[config.mk]
export PLATFORM = sky130hd
export DESIGN_NAME = binary_div_17_9_seq_flat
export DESIGN_NICKNAME = d
export VERILOG_FILES = /design/src/rtl/binary_div_17_9_seq_pkg.sv /design/src/rtl/binary_div_17_9_seq_if.sv /design/src/rtl/binary_div_17_9_seq_step.sv /design/src/rtl/binary_div_17_9_seq.sv /design/src/flat_wrapper.sv
export SDC_FILE = /design/constraint.sdc
export NUM_CORES = 1
export LEC_CHECK = 0
export CORE_MARGIN = 4
export CORE_UTILIZATION = 64
export DETAILED_ROUTE_END_ITERATION = 12
export DONT_BUFFER_PORTS = 1
export PLACE_DENSITY = 0.84
export SETUP_SLACK_MARGIN = 0.4
export SLEW_MARGIN = 20
export SYNTH_ARGS = -nofsm -noshare
export SYNTH_HDL_FRONTEND = slang
export SYNTH_SLANG_ARGS = --single-unit
[constraint.sdc]
create_clock -name clk -period 3.8 [get_ports clk]
set_input_delay 0.57 -clock clk [delete_from_list [all_inputs] [get_ports clk]]
set_output_delay 0.57 -clock clk [all_outputs]
set_load 0.05 [all_outputs]
[src/rtl/binary_div_17_9_seq_pkg.sv]
// Shared arithmetic definitions for the 17/9 signed sequential divider:
// FSM states, datapath widths, forced-result constants and magnitude helpers.
package binary_div_17_9_seq_pkg;

  localparam int DW  = 17;
  localparam int VW  = 9;
  localparam int PRW = VW + 1;

  localparam logic [DW-1:0] QZERO_FILL = 17'h1FFFF;
  localparam logic [DW-1:0] QOVF       = 17'h10000;

  typedef enum logic [1:0] {
    IDLE = 2'd0,
    CALC = 2'd1,
    DONE = 2'd2
  } state_t;

  // Two's-complement magnitude; the most negative value maps to its unsigned
  // magnitude (e.g. -65536 -> 17'h10000, -256 -> 9'h100).
  function automatic logic [DW-1:0] mag_n(input logic [DW-1:0] x);
    return x[DW-1] ? (~x + 1'b1) : x;
  endfunction

  function automatic logic [VW-1:0] mag_d(input logic [VW-1:0] x);
    return x[VW-1] ? (~x + 1'b1) : x;
  endfunction

endpackage

[src/rtl/binary_div_17_9_seq_if.sv]
// Request/result bundle between a sequencer (master) and the divider (slave).
interface binary_div_17_9_seq_if;
  import binary_div_17_9_seq_pkg::*;

  // Handshake: start is sampled on a rising edge only while the divider is
  // IDLE or DONE; N and D are captured in that same edge. busy is high for
  // the whole computation and start is ignored then. done pulses for one
  // cycle; Q, R, div_zero and ovf are valid from it and hold until the next
  // done. A start during done is accepted, giving back-to-back operation.
  logic          start;
  logic [DW-1:0] N;
  logic [VW-1:0] D;
  logic [DW-1:0] Q;
  logic [VW-1:0] R;
  logic          busy;
  logic          done;
  logic          div_zero;
  logic          ovf;
  state_t        state;

  modport master (
    output start, N, D,
    input  Q, R, busy, done, div_zero, ovf, state
  );

  modport slave (
    input  start, N, D,
    output Q, R, busy, done, div_zero, ovf, state
  );

endinterface

[src/rtl/binary_div_17_9_seq_step.sv]
// One restoring-division step: shift in a dividend bit, then subtract the
// divisor magnitude if it fits.
module binary_div_17_9_seq_step
  import binary_div_17_9_seq_pkg::*;
(
  input  logic [PRW-1:0] pr,
  input  logic           in_bit,
  input  logic [VW-1:0]  dmag,
  output logic [PRW-1:0] pr_nxt,
  output logic           q_bit
);

  logic [PRW-1:0] trial;

  // pr stays below |D| <= 256, so dropping its top bit in the shift is
  // lossless; the full-width compare keeps the divide-by-zero case defined.
  always_comb begin
    trial  = {pr[VW-1:0], in_bit};
    q_bit  = ({pr, in_bit} >= {2'b00, dmag});
    pr_nxt = q_bit ? (trial - {1'b0, dmag}) : trial;
  end

endmodule

[src/rtl/binary_div_17_9_seq.sv]
// Iterative signed divider, 17-bit dividend by 9-bit divisor, one restoring
// step per clock; quotient truncates toward zero, remainder takes N's sign.
module binary_div_17_9_seq
  import binary_div_17_9_seq_pkg::*;
(
  input  logic                          clk,
  input  logic                          rst_n,
  binary_div_17_9_seq_if.slave          bus
);

  state_t         state, state_nxt;
  logic [4:0]     cnt;
  logic [DW-1:0]  acc;
  logic [PRW-1:0] pr, pr_nxt;
  logic [VW-1:0]  dmag;
  logic           sn, sd, dz;
  logic           q_bit;
  logic           accept;

  logic [DW-1:0]  q_reg;
  logic [VW-1:0]  r_reg;
  logic           dz_reg, ovf_reg;

  logic [DW-1:0]  qmag_fin, q_fix;
  logic [VW-1:0]  rmag_fin, r_fix;
  logic           q_neg, ovf_fin;

  binary_div_17_9_seq_step u_step (
    .pr     (pr),
    .in_bit (acc[DW-1]),
    .dmag   (dmag),
    .pr_nxt (pr_nxt),
    .q_bit  (q_bit)
  );

  assign accept = bus.start && ((state == IDLE) || (state == DONE));

  always_ff @(posedge clk or negedge rst_n) begin
    if (!rst_n) state <= IDLE;
    else        state <= state_nxt;
  end

  always_comb begin
    state_nxt = state;
    case (state)
      IDLE:    if (bus.start) state_nxt = CALC;
      CALC:    if (cnt == 5'd0) state_nxt = DONE;
      DONE:    state_nxt = bus.start ? CALC : IDLE;
      default: state_nxt = IDLE;
    endcase
  end

  // Result of the final step, including the bit produced in this cycle.
  always_comb begin
    qmag_fin = {acc[DW-2:0], q_bit};
    rmag_fin = pr_nxt[VW-1:0];
    q_neg    = sn ^ sd;
    q_fix    = q_neg ? (~qmag_fin + 1'b1) : qmag_fin;
    r_fix    = sn ? (~rmag_fin + 1'b1) : rmag_fin;
    ovf_fin  = !q_neg && qmag_fin[DW-1];
  end

  // The dividend shift register doubles as the quotient register: each step
  // pops the dividend MSB and pushes the new quotient bit in at the LSB.
  always_ff @(posedge clk or negedge rst_n) begin
    if (!rst_n) begin
      acc     <= '0;
      pr      <= '0;
      dmag    <= '0;
      sn      <= 1'b0;
      sd      <= 1'b0;
      dz      <= 1'b0;
      cnt     <= '0;
      q_reg   <= '0;
      r_reg   <= '0;
      dz_reg  <= 1'b0;
      ovf_reg <= 1'b0;
    end else if (accept) begin
      sn   <= bus.N[DW-1];
      sd   <= bus.D[VW-1];
      acc  <= mag_n(bus.N);
      dmag <= mag_d(bus.D);
      dz   <= (bus.D == '0);
      cnt  <= 5'd16;
      pr   <= '0;
    end else if (state == CALC) begin
      acc <= {acc[DW-2:0], q_bit};
      pr  <= pr_nxt;
      cnt <= cnt - 5'd1;
      if (cnt == 5'd0) begin
        if (dz) begin
          q_reg   <= QZERO_FILL;
          r_reg   <= '0;
          dz_reg  <= 1'b1;
          ovf_reg <= 1'b0;
        end else if (ovf_fin) begin
          q_reg   <= QOVF;
          r_reg   <= '0;
          dz_reg  <= 1'b0;
          ovf_reg <= 1'b1;
        end else begin
          q_reg   <= q_fix;
          r_reg   <= r_fix;
          dz_reg  <= 1'b0;
          ovf_reg <= 1'b0;
        end
      end
    end
  end

  assign bus.Q        = q_reg;
  assign bus.R        = r_reg;
  assign bus.div_zero = dz_reg;
  assign bus.ovf      = ovf_reg;
  assign bus.busy     = (state == CALC);
  assign bus.done     = (state == DONE);
  assign bus.state    = state;

endmodule
[src/flat_wrapper.sv]
// flat-port wrapper written by rule: the top's interface ports become plain ports
module binary_div_17_9_seq_flat import binary_div_17_9_seq_pkg::*;
  (clk, rst_n, bus_start, bus_N, bus_D, bus_Q, bus_R, bus_busy, bus_done, bus_div_zero, bus_ovf, bus_state);
  binary_div_17_9_seq_if bus_i ();
  input  logic clk;
  input  logic rst_n;
  input wire logic [$bits(bus_i.start)-1:0] bus_start;
  input wire logic [$bits(bus_i.N)-1:0] bus_N;
  input wire logic [$bits(bus_i.D)-1:0] bus_D;
  output wire logic [$bits(bus_i.Q)-1:0] bus_Q;
  output wire logic [$bits(bus_i.R)-1:0] bus_R;
  output wire logic [$bits(bus_i.busy)-1:0] bus_busy;
  output wire logic [$bits(bus_i.done)-1:0] bus_done;
  output wire logic [$bits(bus_i.div_zero)-1:0] bus_div_zero;
  output wire logic [$bits(bus_i.ovf)-1:0] bus_ovf;
  output wire logic [$bits(bus_i.state)-1:0] bus_state;
  assign bus_i.start = bus_start;
  assign bus_i.N = bus_N;
  assign bus_i.D = bus_D;
  assign bus_Q = bus_i.Q;
  assign bus_R = bus_i.R;
  assign bus_busy = bus_i.busy;
  assign bus_done = bus_i.done;
  assign bus_div_zero = bus_i.div_zero;
  assign bus_ovf = bus_i.ovf;
  assign bus_state = bus_i.state;
  binary_div_17_9_seq u_core (.clk(clk), .rst_n(rst_n), .bus(bus_i));
endmodule
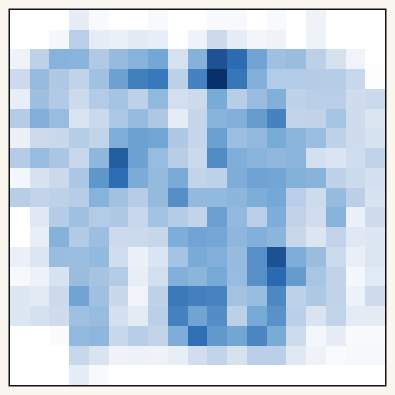
Fig. 1. Routed metal per tile.
Drawn at 4 px/um. 19 x 19 tiles, from white (low) to dark blue (high), scaled to the fullest tile. Values are wire area over tile area, all layers added.
mean over tiles: 0.21
densest ninth of the die: middle
nearly empty tiles: 13%
emptiest ninth of the die: bottom left
tiles over half the peak: 13%
detailed-route wire length: 11300 um
Vias: 4004
Routed WL per cell: 18.1 um
Total GRT Usage: 0.267

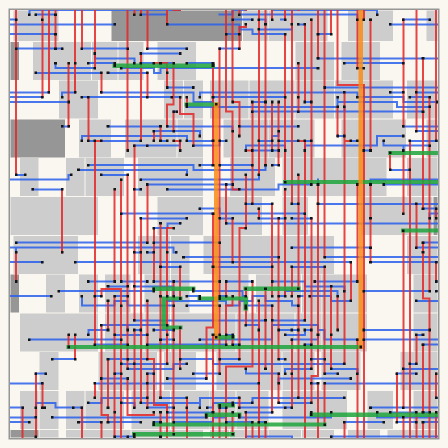
Fig. 2. Layout detail.
Window x 32 to 62, y 13 to 43 um. Cells in grey, sequential cells in the stronger grey; small squares are vias.
legend:
  M2:
    colour: red
  M3:
    colour: green
  M1:
    colour: blue
  M4:
    colour: orange
netlist names of flops here include: u_core.pr (1)
most frequent: inv_1 (9), o21ai_0 (6)
cells with their middle in the window: 77
sequential cells in the window: 1

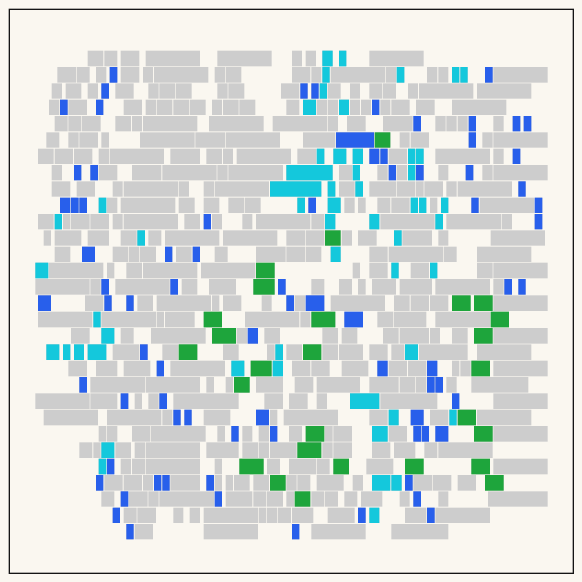
Fig. 3. Selected gate families.
Drawn at 6 px/um.
legend:
  nand cells:
    colour: blue
    cells: 79
    where: widely spread
  non-inverting ao/oa cells:
    colour: green
    cells: 27
  nor cells:
    colour: cyan
    cells: 55
dominant logic cell type in the layout: dfrtp_1
Final Non-Filler Cells: 626
logic share of the area: 0.524

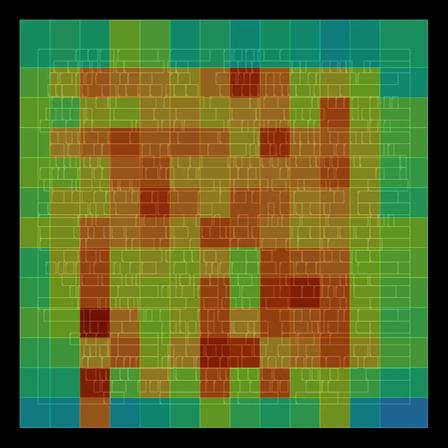
Fig. 4. Congestion heat map.
met2 usage: 0.400
met3 Track Usage GR: 0.0649
fin util: 0.731

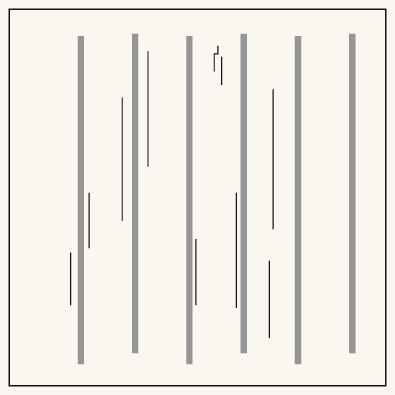
Fig. 5. M4 wires.
Drawn at 4 px/um. Supply wires on this layer in grey.
nets with wire on the layer: 8
longest straight run: 34.7 um
main direction: vertical
wire length on this layer: 198 um
share of all routed wire: 1.8%

## cells in the mapped netlist (2+ instances only)
library cell / instances
dfrtp_1: 74
nand2_1: 66
o21ai_0: 66
nor2_1: 30
inv_1: 26
xor2_1: 25
clkbuf_1: 21
xnor2_1: 18
or3_1: 17
a22oi_1: 16
ha_1: 15
a21oi_1: 14
a22o_1: 12
nor3_1: 11
o31ai_1: 7
and2_1: 6
mux2i_1: 6
nand3_1: 5
nor2b_1: 5
o22ai_1: 5
a21o_1: 4
buf_6: 4
nor4_1: 4
a211oi_1: 3
a221oi_1: 3
a311oi_1: 3
a31oi_1: 3
nand2b_1: 3
o21ai_1: 3
a2111o_1: 2
and4_1: 2
buf_1: 2
nand4_1: 2
nand4b_1: 2
nor4b_1: 2
o21a_1: 2
o41ai_1: 2
or4_1: 2
==> out/results.tsv <==
stage	metric	value	unit
status	status	complete, no violations	
cells_and_area	clock_buffers	10	
floorplanning	num_rows	30	
cells_and_area	n_fill_cell	537	
floorplanning	die_w	93.8	um
cells_and_area	inverters	27	
cells_and_area	drive_gt1_frac	0.111	
detailed_routing	drc_errors	0	
placement	placedCellCount	606	
sta	worstMarginPinSlew	925	ps
sta	slew_headroom	0.382	
synthesis	largest_area_cell	dfrtp_1	
clock_network	clk_pin_slew	80	ps
cells_and_area	fin_area	0.00510	mm^2
synthesis	ys_seq_frac	0.394	
cells_and_area	mi_logic_area	0.00268	mm^2
grt	grt_pass1_wl	18500	um
placement	post-place-ws	302	ps
clock_network	hold_buffers	1	
floorplanning	taps	96	
clock_network	clock_sinks	74	
floorplanning	io-pin-count	61	
synthesis	edf_count	0	
critical_path	cpPeakStageDelay	460	ps
critical_path	reg2reg_depth	13	
sta	finalCritPeriodShare	0.864	
cells_and_area	final-seq-area	0.00186	mm^2
job	maxCapViolCount	0	
clock_network	cts_setup_buffers	0	
synthesis	syn_area	0.00471	mm^2
synthesis	synthFlopType	dfrtp_1	
detailed_routing	via_per_inst	6.40	
critical_path	cp.depth	13	
synthesis	synth.cellmix.compoundShare	0.238	
floorplanning	core	0.00698	mm^2
synthesis	muxShareOfSynthArea	0.0128	
cells_and_area	design.seq.count	74	
detailed_routing	dr_wl_met2	5050	um
sta	skew	9.12	ps
synthesis	synth_cell_types	71	
critical_path	crit_path_cell_trace	ha_1 -> a2111o_1 -> a31o_1 -> or3_4 -> clkinv_4 -> mux2i_4 -> ha_4 -> nor2b_4 -> a211oi_2 -> nand4b_1 -> o221ai_2 -> xor2_1 -> a22o_1	
sta	max_freq	305	MHz
cells_and_area	layout.nets	570	
floorplanning	die-area	0.00879	mm^2
critical_path	worst-path-buf-inv	1	
sta	fin_ws	516	ps
